### Congestion heat map, run 1

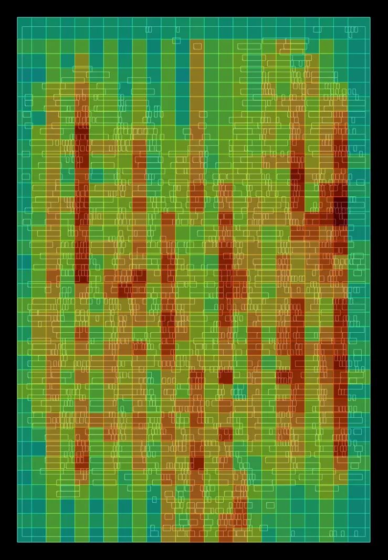
### Routed clock nets over the placement, run 1

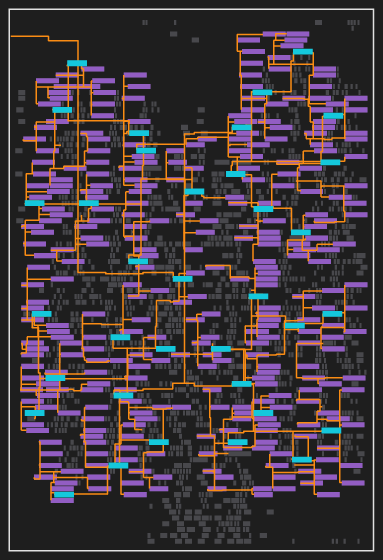
### Metal 1, run 1

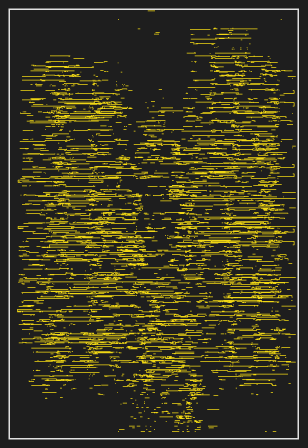
### Sequential cells colored by netlist name, run 1

Other sequential cells in the stronger gray, the rest of the logic in the fainter gray.
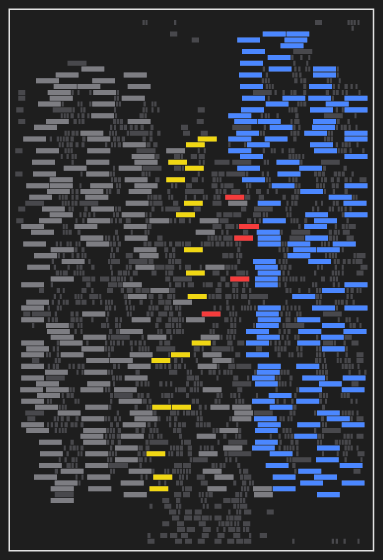
File: config.mk
export PLATFORM = sky130hd
export DESIGN_NAME = uart_csr_fifo_flat
export DESIGN_NICKNAME = d
export VERILOG_FILES = /design/src/rtl/uart_csr_pkg.sv /design/src/rtl/uart_csr_fifo_if.sv /design/src/rtl/uart_sync_fifo.sv /design/src/rtl/uart_csr_fifo.sv /design/src/flat_wrapper.sv
export SDC_FILE = /design/constraint.sdc
export NUM_CORES = 1
export LEC_CHECK = 0
export ABC_AREA = 1
export CORE_ASPECT_RATIO = 1.5
export CORE_MARGIN = 2
export CORE_UTILIZATION = 37
export DETAILED_ROUTE_END_ITERATION = 10
export PLACE_DENSITY = 0.53
export RECOVER_POWER = 50
export SYNTH_ARGS = -nofsm -noshare
export SYNTH_HDL_FRONTEND = slang
export SYNTH_HIERARCHICAL = 1
export SYNTH_SLANG_ARGS = --single-unit
File: constraint.sdc
create_clock -name clk -period 2.9 [get_ports clk]
set_input_delay 0.29 -clock clk [delete_from_list [all_inputs] [get_ports clk]]
set_output_delay 0.29 -clock clk [all_outputs]
set_load 0.02 [all_outputs]
File: src/rtl/uart_csr_pkg.sv
// Shared constants and types for the UART CSR/FIFO block: register map,
// STAT bit positions, IRQ_EN bit positions and the CFG field layout.
package uart_csr_pkg;

  localparam int unsigned ADDR_TXDATA = 32'h00;
  localparam int unsigned ADDR_RXDATA = 32'h04;
  localparam int unsigned ADDR_CFG    = 32'h08;
  localparam int unsigned ADDR_CTRL   = 32'h0C;
  localparam int unsigned ADDR_STAT   = 32'h10;
  localparam int unsigned ADDR_IRQEN  = 32'h14;

  localparam int STAT_TX_EMPTY = 0;
  localparam int STAT_TX_FULL  = 1;
  localparam int STAT_RX_EMPTY = 2;
  localparam int STAT_RX_FULL  = 3;
  localparam int STAT_PERR     = 4;
  localparam int STAT_RX_OVF   = 5;
  localparam int STAT_TX_OVF   = 6;
  localparam int STAT_TX_LVL   = 8;
  localparam int STAT_RX_LVL   = 16;

  // IRQ_EN bit positions; bit 0 is the RX-non-empty source
  localparam int IRQ_RX_NONEMPTY = 0;
  localparam int IRQ_TX_EMPTY    = 1;
  localparam int IRQ_PERR        = 2;
  localparam int IRQ_OVF         = 3;

  typedef struct packed {
    logic       par_odd;
    logic       par_en;
    logic       stop;
    logic [1:0] data_bits;
  } cfg_t;

endpackage

File: src/rtl/uart_csr_fifo_if.sv
// Register bus between the slave adapter and the UART CSR block:
// independent write and read channels, each with a one-cycle acknowledge.
interface uart_csr_fifo_if #(
  parameter int ADDR_W = 12,
  parameter int DATA_W = 32
);
  logic [ADDR_W-1:0] waddr;
  logic [DATA_W-1:0] wdata;
  logic              wr_en;
  logic [ADDR_W-1:0] raddr;
  logic              rd_en;
  logic              wack;
  logic              waddrerr;
  logic              rack;
  logic              raddrerr;
  logic [DATA_W-1:0] rdata;

  modport master (
    output waddr, wdata, wr_en, raddr, rd_en,
    input  wack, waddrerr, rack, raddrerr, rdata
  );

  modport slave (
    input  waddr, wdata, wr_en, raddr, rd_en,
    output wack, waddrerr, rack, raddrerr, rdata
  );
endinterface

File: src/rtl/uart_sync_fifo.sv
// Synchronous FIFO with wrap-bit pointers, combinational head output and a
// flush that overrides any push/pop issued in the same cycle.
module uart_sync_fifo #(
  parameter int W     = 8,
  parameter int DEPTH = 16
) (
  input  logic                       clk,
  input  logic                       rst_n,
  input  logic                       push,
  input  logic                       pop,
  input  logic                       flush,
  input  logic [W-1:0]               din,
  output logic [W-1:0]               dout,
  output logic                       empty,
  output logic                       full,
  output logic [$clog2(DEPTH):0]     level
);
  localparam int AW = $clog2(DEPTH);

  logic [W-1:0] mem [DEPTH];
  logic [AW:0]  wr_ptr_reg, wr_ptr_next;
  logic [AW:0]  rd_ptr_reg, rd_ptr_next;
  logic         do_push, do_pop;

  assign empty = (wr_ptr_reg == rd_ptr_reg);
  assign full  = (wr_ptr_reg[AW] != rd_ptr_reg[AW]) &&
                 (wr_ptr_reg[AW-1:0] == rd_ptr_reg[AW-1:0]);
  assign level = wr_ptr_reg - rd_ptr_reg;

  // A full FIFO refuses pushes even if it is being popped this cycle
  assign do_push = push && !full && !flush;
  assign do_pop  = pop && !empty && !flush;

  always_comb begin
    wr_ptr_next = wr_ptr_reg;
    rd_ptr_next = rd_ptr_reg;
    if (flush) begin
      wr_ptr_next = '0;
      rd_ptr_next = '0;
    end else begin
      if (do_push) wr_ptr_next = wr_ptr_reg + 1'b1;
      if (do_pop)  rd_ptr_next = rd_ptr_reg + 1'b1;
    end
  end

  always_ff @(posedge clk or negedge rst_n) begin
    if (!rst_n) begin
      wr_ptr_reg <= '0;
      rd_ptr_reg <= '0;
    end else begin
      wr_ptr_reg <= wr_ptr_next;
      rd_ptr_reg <= rd_ptr_next;
    end
  end

  always_ff @(posedge clk) begin
    if (do_push) mem[wr_ptr_reg[AW-1:0]] <= din;
  end

  assign dout = mem[rd_ptr_reg[AW-1:0]];

endmodule

File: src/rtl/uart_csr_fifo.sv
// UART control/status register block: bus-mapped CFG/CTRL/STAT/IRQ_EN
// registers plus TX and RX FIFOs feeding/fed by the UART engines.
module uart_csr_fifo
  import uart_csr_pkg::*;
#(
  parameter int ADDR_W   = 12,
  parameter int DATA_W   = 32,
  parameter int TX_DEPTH = 16,
  parameter int RX_DEPTH = 16
) (
  input  logic             clk,
  input  logic             rst_n,
  uart_csr_fifo_if.slave   bus,
  output logic [7:0]       tx_data,
  output logic             tx_valid,
  input  logic             tx_ready,
  input  logic             rx_valid,
  input  logic [7:0]       rx_byte,
  input  logic             rx_perr,
  output logic [1:0]       cfg_data_bits,
  output logic             cfg_stop_bits,
  output logic             cfg_par_en,
  output logic             cfg_par_odd,
  output logic             irq
);
  localparam int TX_AW = $clog2(TX_DEPTH);
  localparam int RX_AW = $clog2(RX_DEPTH);

  cfg_t              cfg_reg, cfg_next;
  logic              tx_en_reg, tx_en_next;
  logic [3:0]        irq_en_reg, irq_en_next;
  logic [2:0]        sticky_reg, sticky_next;   // {tx_ovf, rx_ovf, perr}
  logic              wack_reg, waddrerr_reg, waddrerr_next;
  logic              rack_reg, raddrerr_reg, raddrerr_next;
  logic [DATA_W-1:0] rdata_reg, rdata_next;
  logic              irq_reg, irq_next;

  logic              wr_tx, wr_cfg, wr_ctrl, wr_stat, wr_irqen, rd_rx, flush;
  logic [2:0]        sticky_set, sticky_w1c;
  logic [3:0]        irq_src;
  logic [DATA_W-1:0] stat_word;

  logic              tx_empty, tx_full, tx_pop;
  logic              rx_empty, rx_full;
  logic [7:0]        rx_dout;
  logic [TX_AW:0]    tx_level;
  logic [RX_AW:0]    rx_level;
  logic              unused_wdata;

  assign unused_wdata = ^bus.wdata[DATA_W-1:8];

  // Full-address write decode; RXDATA is read-only and so falls to the error path
  always_comb begin
    wr_tx    = bus.wr_en && (bus.waddr == ADDR_W'(ADDR_TXDATA));
    wr_cfg   = bus.wr_en && (bus.waddr == ADDR_W'(ADDR_CFG));
    wr_ctrl  = bus.wr_en && (bus.waddr == ADDR_W'(ADDR_CTRL));
    wr_stat  = bus.wr_en && (bus.waddr == ADDR_W'(ADDR_STAT));
    wr_irqen = bus.wr_en && (bus.waddr == ADDR_W'(ADDR_IRQEN));
    waddrerr_next = bus.wr_en && !(wr_tx || wr_cfg || wr_ctrl || wr_stat || wr_irqen);
    flush    = wr_ctrl && bus.wdata[1];
  end

  assign tx_valid = !tx_empty && tx_en_reg;
  assign tx_pop   = tx_valid && tx_ready;

  uart_sync_fifo #(.W(8), .DEPTH(TX_DEPTH)) u_tx_fifo (
    .clk   (clk),
    .rst_n (rst_n),
    .push  (wr_tx),
    .pop   (tx_pop),
    .flush (flush),
    .din   (bus.wdata[7:0]),
    .dout  (tx_data),
    .empty (tx_empty),
    .full  (tx_full),
    .level (tx_level)
  );

  uart_sync_fifo #(.W(8), .DEPTH(RX_DEPTH)) u_rx_fifo (
    .clk   (clk),
    .rst_n (rst_n),
    .push  (rx_valid),
    .pop   (rd_rx),
    .flush (flush),
    .din   (rx_byte),
    .dout  (rx_dout),
    .empty (rx_empty),
    .full  (rx_full),
    .level (rx_level)
  );

  always_comb begin
    stat_word                = '0;
    stat_word[STAT_TX_EMPTY] = tx_empty;
    stat_word[STAT_TX_FULL]  = tx_full;
    stat_word[STAT_RX_EMPTY] = rx_empty;
    stat_word[STAT_RX_FULL]  = rx_full;
    stat_word[STAT_PERR]     = sticky_reg[0];
    stat_word[STAT_RX_OVF]   = sticky_reg[1];
    stat_word[STAT_TX_OVF]   = sticky_reg[2];
    stat_word[STAT_TX_LVL +: 8] = 8'(tx_level);
    stat_word[STAT_RX_LVL +: 8] = 8'(rx_level);
  end

  // Read path samples pre-edge state; an RXDATA read pops in the same cycle
  always_comb begin
    rdata_next    = rdata_reg;
    raddrerr_next = 1'b0;
    rd_rx         = 1'b0;
    if (bus.rd_en) begin
      rdata_next = '0;
      case (bus.raddr)
        ADDR_W'(ADDR_TXDATA): rdata_next = '0;
        ADDR_W'(ADDR_RXDATA): begin
          rd_rx = 1'b1;
          if (!rx_empty) rdata_next[7:0] = rx_dout;
        end
        ADDR_W'(ADDR_CFG):    rdata_next[4:0] = cfg_reg;
        ADDR_W'(ADDR_CTRL):   rdata_next[0]   = tx_en_reg;
        ADDR_W'(ADDR_STAT):   rdata_next      = stat_word;
        ADDR_W'(ADDR_IRQEN):  rdata_next[3:0] = irq_en_reg;
        default:              raddrerr_next   = 1'b1;
      endcase
    end
  end

  // Set events are OR-ed in after the clear so they win over a same-cycle W1C
  always_comb begin
    sticky_set  = {wr_tx && tx_full, rx_valid && rx_full, rx_valid && rx_perr};
    sticky_w1c  = wr_stat ? bus.wdata[STAT_TX_OVF:STAT_PERR] : 3'b000;
    sticky_next = (sticky_reg & ~sticky_w1c) | sticky_set;

    cfg_next    = wr_cfg   ? cfg_t'(bus.wdata[4:0]) : cfg_reg;
    tx_en_next  = wr_ctrl  ? bus.wdata[0]           : tx_en_reg;
    irq_en_next = wr_irqen ? bus.wdata[3:0]         : irq_en_reg;

    irq_src                  = '0;
    irq_src[IRQ_RX_NONEMPTY] = !rx_empty;
    irq_src[IRQ_TX_EMPTY]    = tx_empty;
    irq_src[IRQ_PERR]        = sticky_reg[0];
    irq_src[IRQ_OVF]         = sticky_reg[1] | sticky_reg[2];
    irq_next = |(irq_en_reg & irq_src);
  end

  always_ff @(posedge clk or negedge rst_n) begin
    if (!rst_n) begin
      cfg_reg      <= '0;
      tx_en_reg    <= 1'b0;
      irq_en_reg   <= '0;
      sticky_reg   <= '0;
      wack_reg     <= 1'b0;
      waddrerr_reg <= 1'b0;
      rack_reg     <= 1'b0;
      raddrerr_reg <= 1'b0;
      rdata_reg    <= '0;
      irq_reg      <= 1'b0;
    end else begin
      cfg_reg      <= cfg_next;
      tx_en_reg    <= tx_en_next;
      irq_en_reg   <= irq_en_next;
      sticky_reg   <= sticky_next;
      wack_reg     <= bus.wr_en;
      waddrerr_reg <= waddrerr_next;
      rack_reg     <= bus.rd_en;
      raddrerr_reg <= raddrerr_next;
      rdata_reg    <= rdata_next;
      irq_reg      <= irq_next;
    end
  end

  assign bus.wack     = wack_reg;
  assign bus.waddrerr = waddrerr_reg;
  assign bus.rack     = rack_reg;
  assign bus.raddrerr = raddrerr_reg;
  assign bus.rdata    = rdata_reg;

  assign cfg_data_bits = cfg_reg.data_bits;
  assign cfg_stop_bits = cfg_reg.stop;
  assign cfg_par_en    = cfg_reg.par_en;
  assign cfg_par_odd   = cfg_reg.par_odd;
  assign irq           = irq_reg;

endmodule
File: src/flat_wrapper.sv
// flat-port wrapper written by rule: the top's interface ports become plain ports
module uart_csr_fifo_flat import uart_csr_pkg::*;
#(
  parameter int ADDR_W   = 12,
  parameter int DATA_W   = 32,
  parameter int TX_DEPTH = 16,
  parameter int RX_DEPTH = 16
)
  (clk, rst_n, tx_data, tx_valid, tx_ready, rx_valid, rx_byte, rx_perr, cfg_data_bits, cfg_stop_bits, cfg_par_en, cfg_par_odd, irq, bus_waddr, bus_wdata, bus_wr_en, bus_raddr, bus_rd_en, bus_wack, bus_waddrerr, bus_rack, bus_raddrerr, bus_rdata);
  uart_csr_fifo_if #(.ADDR_W(ADDR_W), .DATA_W(DATA_W)) bus_i ();
  input  logic clk;
  input  logic rst_n;
  output logic [7:0] tx_data;
  output logic tx_valid;
  input  logic tx_ready;
  input  logic rx_valid;
  input  logic [7:0] rx_byte;
  input  logic rx_perr;
  output logic [1:0] cfg_data_bits;
  output logic cfg_stop_bits;
  output logic cfg_par_en;
  output logic cfg_par_odd;
  output logic irq;
  input wire logic [$bits(bus_i.waddr)-1:0] bus_waddr;
  input wire logic [$bits(bus_i.wdata)-1:0] bus_wdata;
  input wire logic [$bits(bus_i.wr_en)-1:0] bus_wr_en;
  input wire logic [$bits(bus_i.raddr)-1:0] bus_raddr;
  input wire logic [$bits(bus_i.rd_en)-1:0] bus_rd_en;
  output wire logic [$bits(bus_i.wack)-1:0] bus_wack;
  output wire logic [$bits(bus_i.waddrerr)-1:0] bus_waddrerr;
  output wire logic [$bits(bus_i.rack)-1:0] bus_rack;
  output wire logic [$bits(bus_i.raddrerr)-1:0] bus_raddrerr;
  output wire logic [$bits(bus_i.rdata)-1:0] bus_rdata;
  assign bus_i.waddr = bus_waddr;
  assign bus_i.wdata = bus_wdata;
  assign bus_i.wr_en = bus_wr_en;
  assign bus_i.raddr = bus_raddr;
  assign bus_i.rd_en = bus_rd_en;
  assign bus_wack = bus_i.wack;
  assign bus_waddrerr = bus_i.waddrerr;
  assign bus_rack = bus_i.rack;
  assign bus_raddrerr = bus_i.raddrerr;
  assign bus_rdata = bus_i.rdata;
  uart_csr_fifo #(.ADDR_W(ADDR_W), .DATA_W(DATA_W), .TX_DEPTH(TX_DEPTH), .RX_DEPTH(RX_DEPTH)) u_core (.clk(clk), .rst_n(rst_n), .bus(bus_i), .tx_data(tx_data), .tx_valid(tx_valid), .tx_ready(tx_ready), .rx_valid(rx_valid), .rx_byte(rx_byte), .rx_perr(rx_perr), .cfg_data_bits(cfg_data_bits), .cfg_stop_bits(cfg_stop_bits), .cfg_par_en(cfg_par_en), .cfg_par_odd(cfg_par_odd), .irq(irq));
endmodule
==> impl_report.txt, run 1 <==
FLOW METRICS REPORT
----------------------------------------------------
[Floorplan]
  Number of rows created at floorplan ........................ 90
  Die Width ........................ 169 um
  Initial Util ........................ 37.6%
  Die height ........................ 252 um
  Tapcell Cnt ........................ 506
  DIE AREA ........................ 42700 um2
  Ports ........................ 122
  Placeable core region ........................ 40300 um2

[Critical path]
  Worst Path Arrival ........................ 2490 ps
  Count of buffering cells on the critical path with inverters included ........................ 4
  Crit path launch type ........................ flop
  Most common cell on crit path ........................ nand2_1
  Maximum fanout count along the critical path ........................ 42
  Crit. End Element ........................ output pin
  Critical path, cell by cell ........................ inv_4 -> buf_12 -> nand2_1 -> nand3_1 -> nand2_1 -> nand2_1 -> nand2_1 -> inv_1 -> nand2_1 -> clkdlybuf4s50_1
  Reg-to-reg critical path startpoint ........................ u_core/u_tx_fifo/rd_ptr_reg[3]$_DFFE_PN0P_
  Worst path required time ........................ 2610 ps
  Type of the worst setup path ........................ reg2out
  CP top delay family ........................ buffers and inverters
  Cell type of the slowest stage on the worst timing path ........................ clkdlybuf4s50_1
  Startpoint of the most critical setup path ........................ u_core/u_tx_fifo/rd_ptr_reg[0]$_DFFE_PN0P_
  Slowest Stage Delay on Critical Path ........................ 530 ps

[Cells and area]
  Buffers outside the clock class ........................ 129
  Cell area after layout ........................ 17600 um2
  Number of logic gates ........................ 949
  Clock-cell share of area ........................ 6.12%
  Count of inverters not on the clock network in the layout ........................ 302
  Final-layout clock buffer total ........................ 45
  Dominant kind of cell by area ........................ flip-flops and latches
  Growth of design area from synthesis to finish ........................ 16.3%
  Antenna diode count ........................ 1
  FILL cells ........................ 3935
  Most instantiated logic cell after routing ........................ nand2_1
  Total number of sequential cells ........................ 312
  Portion of the layout cell area used by non-clock buffers ........................ 6.66%
  Logic share of the area ........................ 25.6%
  Top Layout Cells ........................ nand2_1 (465), inv_1 (286), edfxtp_1 (256)
  Comb. cell area ........................ 4520 um2
  Share of cells above drive strength 1 ........................ 8.04%
  Post-route insts no fill ........................ 2260
  Final net count ........................ 1820

[Timing]
  Final min period ........................ 2780 ps
  Final critical-path setup slack ........................ 119 ps
  Transition time at the pin with the least slew margin ........................ 1500 ps
  Setup-failing EPs final ........................ 0
  Achievable clock frequency ........................ 0.360 GHz
  Final Hold Violating Endpoints ........................ 0
  Unrepaired setup endpoints after global routing ........................ yes
  Final worst-path cycle share ........................ 95.9%
  Final-layout setup total negative slack ........................ 0 ps
  Worst hold-check slack ........................ 356 ps
  Max-slew headroom ........................ -0.216%
  Slew Limit Fails ........................ 35

[Detailed routing]
  Wire length per cell ........................ 17.1 um
  Residual antenna-violating net count after detailed routing ........................ 0
  Number of iterations in the first detailed-routing pass ........................ 5
  Via density per instance ........................ 4.75
  Number of design-rule violations left by the first detailed-router iteration ........................ 728
  Residual DRC count ........................ 0

[Logic synthesis]
  Post-synth top area share ........................ 50.7%
  Ys flops ........................ 312
  Cell count listed in synth_stat.txt ........................ 1622
  Yosys cell types ........................ 40
  Sequential fraction of the synthesis area ........................ 59.9%
  Leading cell types by count after synthesis ........................ nand2_1 (465), inv_1 (286), edfxtp_1 (256)
  Summed standard-cell area reported by yosys ........................ 15200 um2
  EDFF count, synth ........................ 256
  Top FF cell, synth ........................ edfxtp_1
  Summed instance area of the synthesized netlist ........................ 15200 um2
  Cell type with the largest total area ........................ edfxtp_1
  Synthesized area per cell ........................ 9.35 um2
  Count of synthesis-stage warnings from yosys ........................ 6
  Top area cell types ........................ edfxtp_1 (51%), nand2_1 (12%), dfrtp_1 (9.2%), nand3_1 (8.3%), inv_1 (7.1%)
  Ys async rst share ........................ 17.9%
  Synth Instances ........................ 1622
  Top cell type by instance count after synthesis ........................ nand2_1

[GRT]
  First-pass GRT wire length ........................ 60.2 mm
  Pin count of the biggest net entering global routing ........................ 57
  GRT Overall Usage ........................ 18.5%
  Antenna violations before repair ........................ 0
  Grt ovf ........................ 0
  Via count of the first global-routing pass ........................ 10800

[Placement]
  Placed wire-length estimate ........................ 27.4 mm
  Placer congestion estimate ........................ 0.832
  Number of cells in the design after placement ........................ 2197
  Pre-CTS setup slack ........................ 43.4 ps
  Post-Place Cell Area ........................ 16600 um2
  Count of input and output buffers ........................ 83

[Clock tree]
  Number of clock sinks ........................ 312
  Clock latency of the later-clocked register in the worst-skew pair ........................ 520 ps
  Maximum number of buffers from clock root to sink ........................ 3
  Root buffer cell ........................ clkbuf_16
  Clock H-tree levels ........................ 2
  Clock buffer count from CTS ........................ 35
  Clock tree from TritonCTS ........................ done
  Post-CTS setup repair buffer count ........................ 0
  Clock transition at path regs ........................ 60 ps

[Min path]
  Worst hold path type ........................ in2reg
  Hold path start ........................ rx_perr

[Run status]
  Violated checks ........................ capacitance limit, slew limit
  Outcome ........................ finished, violations left

[Pwr]
  Final Total Pwr ........................ 10.2 mW
  Static leakage power ........................ 7.82 nW
  PD cells ........................ 580 nW/um2
  Maximum vdd drop ........................ 457 uV

[Job]
  OpenROAD warning count ........................ 57
  Number of maximum-capacitance constraint violations ........................ 1

----------------------------------------------------
Notes on 'Congestion heat map' above:
met1 track demand over resource: 19.7%
most utilized layer in the global route result: met2

Notes on 'Routed clock nets over the placement' above:
- purple: flip-flops (count 312)
- orange: clock wires (length 4020 um)
- cyan: clock drivers (count 35)
- routed clock nets: 36
setup clock skew after layout: 11.9 ps
Clock group: 4.18 mW

Notes on 'Metal 1' above:
- nets with wire on the layer: 1653
- longest straight run: 74.5 um
- wire length on this layer: 14400 um
- main direction: horizontal
- share of all routed wire: 37%
wire length reported by the detailed router: 38.7 mm
number of vias after detailed routing: 10700

Notes on 'Sequential cells colored by netlist name' above:
- blue: u_core/u_tx_fifo/mem (sequential cells 128)
- yellow: u_core/bus.rdata (sequential cells 18)
- red: u_core/u_tx_fifo/rd_ptr_reg (sequential cells 5)
total sequential power: 5.12 mW
sequential cell area share: 51.6%
Sequential cell area: 9090 um2
Core Util, Final: 43.7%

## run 1: what timing repair did
item                                   CTS  global route
resized                                  3             4
setup endpoints to repair                2             8
hold buffers                             1             0
endpoints found under the hold margin   56             0
## run 1: per-layer routing
layer  vias to the layer above  part of all wire [%]  GRT usage (%)
met1                      5072                    37           19.7
met3                        94                   3.7           2.73
met5                         -                     0              0
met4                         0                   4.9           9.23
li1                       5349                     -              -
met2                       231                    54           35.2
## run 1: where the power goes
| group | total (mW) | switching, mW | internal, mW | leakage (nW) |
|---|---|---|---|---|
| combinational | 0.932 | 0.631 | 0.301 | 4.24 |
| sequential | 5.12 | 0.0732 | 5.05 | 3.06 |
| clock | 4.18 | 1.74 | 2.44 | 0.523 |
## run 1: cells by family (layout without fill, tap and decap cells)
group,count (synthesis),count (layout),share of synthesized area [%]
AND/OR/NAND/NOR,858,858,25.1
adder cells (fa/ha/maj),20,20,1.75
AND-OR/OR-AND,38,38,1.61
buffers and inverters,374,492,10.5
flip-flops,312,312,59.9
XOR/XNOR,19,19,1.10
other,1,15,0.0247
## run 1: path summary, 6_finish.rpt
path / cells after the start / slack, ps / end
min: 3 / 360 / u_core/sticky_reg[0]$_DFF_PN0_
min reg2reg: 2 / 480 / u_core/bus.rdata[18]$_DFFE_PN0P_
max reg2reg: 8 / 340 / u_core/u_tx_fifo/mem[10][5]$_DFFE_PP_
min in group asynchronous: 3 / 740 / u_core/bus.rdata[7]$_DFFE_PN0P_
max: 10 / 120 / tx_data[0]
max in group asynchronous: 3 / 1110 / u_core/u_tx_fifo/rd_ptr_reg[0]$_DFFE_PN0P_
## run 1: worst min-delay path, delay by kind of cell
| kind | cells | cell delay, ps |
|---|---|---|
| buffers and inverters | 1 | 430 |
| AND/OR/NAND/NOR | 2 | 110 |
### Nets reached from selected ports, run 1

The bar under the picture is 50 um long.
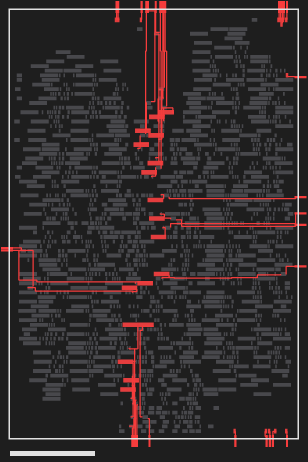

--- run 2 (diff from run 1) ---
--- a/config.mk
+++ b/config.mk
@@ -7,7 +7,6 @@
 export LEC_CHECK = 0
 export ABC_AREA = 1
 export CORE_ASPECT_RATIO = 1.5
-export CORE_MARGIN = 2
 export CORE_UTILIZATION = 37
 export DETAILED_ROUTE_END_ITERATION = 10
 export PLACE_DENSITY = 0.53
### Nets reached from selected ports, run 2

The bar under the picture is 50 um long.
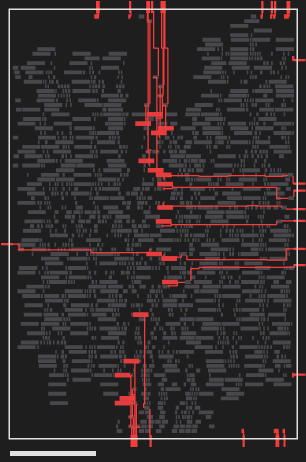
- red: bus_rdata (bits 32; direction output; end cells 32; buffers 18; wire 1360 um)
Ports: 122
count of input and output buffers: 83

==> run 2 against run 1 <==
Compared with the run above: the flow now finishes without violations; sequential share of layout area fell by 0.12 points; die area fell by 2.0%; hold slack improved by 27 ps; highest routed layer unchanged; critical endpoint unchanged; cell count fell by 0.13%; clock-buffer cell count did not move.
==> impl_report.txt, run 2 <==
FLOW METRICS REPORT
----------------------------------------------------
[Run status]
  Outcome ........................ finished, final reports clean

[Pwr]
  Combinational fraction of design power ........................ 9.0% (about the same)
  Share of total power consumed by net switching ........................ 23.4% (-0.45 points)
  Proportion of power drawn by the clock network ........................ 41.9% (+1.1 points)
  Internal power of the cells ........................ 8.00 mW (+2.6%)
  Static leakage power ........................ 7.84 nW (+0.29%)
  Switching Power ........................ 2.44 mW (+0.11%)
  Total sequential power ........................ 5.12 mW (about the same)
  Final Total Pwr ........................ 10.4 mW (+2.0%)
  Clock group ........................ 4.38 mW (+4.8%)
  PD cells ........................ 591 nW/um2 (+1.8%)
  Max power group ........................ sequential cells
  Maximum vdd drop ........................ 432 uV (-5.6%)
  Combinational cell power ........................ 0.940 mW (+0.9%)
  Seq pwr share ........................ 49.1% (-0.9 points)

[Critical path]
  Worst Path Arrival ........................ 2430 ps (-60 ps)
  Setup slack of the worst register-to-register path ........................ 380 ps (+40 ps)
  CP top delay family ........................ buffers and inverters
  Startpoint of the most critical setup path ........................ u_core/u_tx_fifo/rd_ptr_reg[0]$_DFFE_PN0P_
  Critical path destination ........................ tx_data[0]
  Worst path required time ........................ 2610 ps (about the same)
  Reg-to-reg critical path startpoint ........................ u_core/u_rx_fifo/wr_ptr_reg[0]$_DFFE_PN0P_
  Destination of the worst register-to-register timing path ........................ u_core/u_rx_fifo/mem[2][3]$_DFFE_PP_
  Path length in cells of the critical path ........................ 11 (+1)
  Most common cell on crit path ........................ nand2_1
  Type of the worst setup path ........................ reg2out
  Maximum fanout count along the critical path ........................ 42 (unchanged)
  Slowest Stage Delay on Critical Path ........................ 460 ps (-70 ps)
  Crit path launch type ........................ flop
  Crit. End Element ........................ output pin
  Cell type of the slowest stage on the worst timing path ........................ dfrtp_2
  Worst Reg-to-Reg Cells ........................ 7 (-1)
  Count of buffering cells on the critical path with inverters included ........................ 5 (+1)
  Critical path, cell by cell ........................ buf_4 -> inv_2 -> buf_12 -> nand2_1 -> nand3_1 -> nand2_1 -> nand2_1 -> nand2_1 -> inv_1 -> nand2_1 -> dlygate4sd2_1

[Logic synthesis]
  Cell count listed in synth_stat.txt ........................ 1622 (unchanged)
  Post-synth top area share ........................ 50.7% (unchanged)
  Yosys cell types ........................ 40 (unchanged)
  Top cell type by instance count after synthesis ........................ nand2_1
  Sequential fraction of the synthesis area ........................ 59.9% (unchanged)
  Synth Instances ........................ 1622 (unchanged)
  Cell type with the largest total area ........................ edfxtp_1
  Count of synthesis-stage warnings from yosys ........................ 6 (unchanged)
  Ys async rst share ........................ 17.9% (unchanged)
  Leading cell types by count after synthesis ........................ nand2_1 (465), inv_1 (286), edfxtp_1 (256)
  Summed standard-cell area reported by yosys ........................ 15200 um2 (unchanged)
  EDFF count, synth ........................ 256 (unchanged)
  Top area cell types ........................ edfxtp_1 (51%), nand2_1 (12%), dfrtp_1 (9.2%), nand3_1 (8.3%), inv_1 (7.1%)
  Ys flops ........................ 312 (unchanged)
  Summed instance area of the synthesized netlist ........................ 15200 um2 (unchanged)
  Top FF cell, synth ........................ edfxtp_1
  Synthesized area per cell ........................ 9.35 um2 (unchanged)

[Floorplan]
  Placeable core region ........................ 40300 um2 (unchanged)
  DIE AREA ........................ 41800 um2 (-2.0%)
  Initial Util ........................ 37.6% (unchanged)
  Number of rows created at floorplan ........................ 90 (unchanged)
  Die height ........................ 250 um (-0.79%)
  Die Width ........................ 167 um (-1.2%)

[Placement]
  Placer congestion estimate ........................ 0.870 (+4.6%)
  Post-Place Cell Area ........................ 16600 um2 (about the same)
  Placed wire-length estimate ........................ 26.8 mm (-2.0%)
  Number of cells in the design after placement ........................ 2194 (-0.14%)
  Pre-CTS setup slack ........................ 90.1 ps (+46.7 ps)

[Timing]
  Setup-failing EPs final ........................ 0 (unchanged)
  Final-layout setup total negative slack ........................ 0 ps (unchanged)
  Achievable clock frequency ........................ 0.368 GHz (+2.4%)
  Slew Limit Fails ........................ 0 (-100%)
  Transition time at the pin with the least slew margin ........................ 1460 ps (-42.4 ps)
  Setup clock skew after layout ........................ 12.2 ps (+0.245 ps)
  Final worst-path cycle share ........................ 93.7% (-2.2 points)
  Final Hold Violating Endpoints ........................ 0 (unchanged)
  Worst hold-check slack ........................ 383 ps (+27.1 ps)
  Final min period ........................ 2720 ps (-64.8 ps)
  Final critical-path setup slack ........................ 184 ps (+64.8 ps)
  Max-slew headroom ........................ 2.61% (+2.8 points)

[Clock tree]
  Clock tree from TritonCTS ........................ done
  Maximum number of buffers from clock root to sink ........................ 3 (unchanged)
  Clock buffer count from CTS ........................ 34 (-2.9%)
  Post-CTS setup repair buffer count ........................ 0 (unchanged)
  Root buffer cell ........................ clkbuf_16
  Clock latency of the later-clocked register in the worst-skew pair ........................ 520 ps (about the same)
  Clock transition at path regs ........................ 60 ps (about the same)
  Number of clock sinks ........................ 312 (unchanged)
  Clock H-tree levels ........................ 2 (unchanged)

[GRT]
  Pin count of the biggest net entering global routing ........................ 85 (+49%)
  Via count of the first global-routing pass ........................ 10700 (-1.3%)
  Grt ovf ........................ 0 (unchanged)
  Antenna violations before repair ........................ 0 (unchanged)
  GRT Overall Usage ........................ 18.6% (+0.10 points)
  First-pass GRT wire length ........................ 59.2 mm (-1.6%)

[Detailed routing]
  Number of vias after detailed routing ........................ 10600 (-1.7%)
  Met2 Wirelength ........................ 21.2 mm (+1.4%)
  Via density per instance ........................ 4.68 (-1.5%)
  Total met3 wirelength after detailed routing ........................ 1.19 mm (-17%)
  Wire length per cell ........................ 16.8 um (-1.5%)
  Residual DRC count ........................ 0 (unchanged)
  Number of design-rule violations left by the first detailed-router iteration ........................ 599 (-18%)
  Wire length reported by the detailed router ........................ 38.0 mm (-1.6%)
  Routed metal-1 wire length ........................ 14.4 mm (-0.31%)
  Residual antenna-violating net count after detailed routing ........................ 0 (unchanged)
  Highest metal layer with signal wires ........................ met4
  Number of iterations in the first detailed-routing pass ........................ 7 (+2)

[Cells and area]
  Top Layout Cells ........................ nand2_1 (465), inv_1 (286), edfxtp_1 (256)
  Cell area after layout ........................ 17700 um2 (+0.23%)
  Share of cells above drive strength 1 ........................ 8.11% (+0.066 points)
  Post-route insts no fill ........................ 2257 (-0.13%)
  Growth of design area from synthesis to finish ........................ 16.5%
  Final net count ........................ 1816 (-0.22%)
  Antenna diode count ........................ 0 (-1)
  Most instantiated logic cell after routing ........................ nand2_1

[Min path]
  Worst hold path type ........................ in2reg
  Hold path start ........................ rx_perr

[Job]
  Number of maximum-capacitance constraint violations ........................ 0 (-1)
  OpenROAD warning count ........................ 56 (-1.8%)

----------------------------------------------------
### Sequential cells colored by netlist name, run 2

Other sequential cells in the stronger gray, the rest of the logic in the fainter gray.
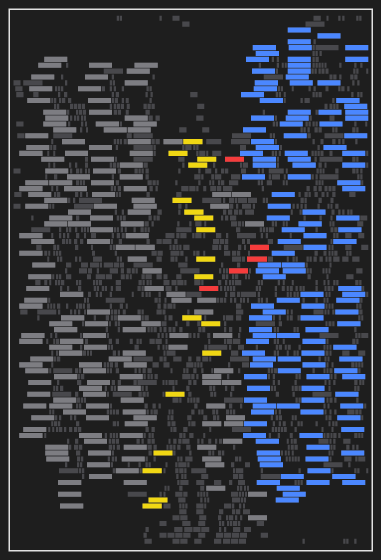
- blue: u_core/u_tx_fifo/mem (sequential cells 128)
- red: u_core/u_tx_fifo/rd_ptr_reg (sequential cells 5)
- yellow: u_core/bus.rdata (sequential cells 18)
Core Util, Final: 43.8%
sequential cell area share: 51.4%

-- run 2: cell counts after synthesis --
No cell type changed its count.
-- run 2: kinds of logic after synthesis --
| family | count (synthesis) | share of synthesized area [%] |
|---|---|---|
| compound gates | 38 | 1.61 |
| fa+ha+maj | 20 | 1.75 |
| other cells | 1 | 0.0247 |
| flops | 312 | 59.9 |
| xor+xnor | 19 | 1.10 |
| simple gates | 858 | 25.1 |
| buf+inv | 374 | 10.5 |
-- run 2: routing by layer --
layer / up-vias / global-route usage [%]
met5: - / 0
met4: 0 / 7.13
met3: 64 / 2.43
met2: 178 / 36.7
met1: 4982 / 19.7
li1: 5343 / -
-- run 2: final cells by class --
| cell class | count | area [um2] |
|---|---|---|
| Fill cell | 3983 | 22600 |
| Sequential cell | 312 | 9090 |
| Multi-Input combinational cell | 949 | 4510 |
| Timing Repair Buffer | 126 | 1160 |
| Inverter | 302 | 1140 |
| Clock buffer | 45 | 976 |
| Tap cell | 506 | 633 |
| Clock inverter | 17 | 165 |
-- run 2: worst min path at each step --
stage / end / cells after the start
final: u_core/sticky_reg[0]$_DFF_PN0_ / 3
after global routing: u_core/sticky_reg[0]$_DFF_PN0_ / 3
after CTS: u_core/bus.wack$_DFF_PN0_ / 1
after detailed placement: u_core/bus.rdata[7]$_DFFE_PN0P_ / 2
after global placement: u_core/bus.rdata[7]$_DFFE_PN0P_ / 2
after floorplan: u_core/bus.rack$_DFF_PN0_ / 0
-- run 2: worst reg2reg max path, delay by kind of cell (launching register included) --
family                   cells  cell delay (ps)
AND/OR/NAND/NOR              5             1190
flip-flops                   1              450
adder cells (fa/ha/maj)      1              340
buffers and inverters        1              140
-- run 2: what timing repair did --
item                       4_1_cts  5_1_grt
setup endpoints to repair        9        1
hold endpoints to repair        56        0
gates resized                   10        1
hold buffers                     1        0
No activity file was given, so power comes from the tool's default toggle rates.
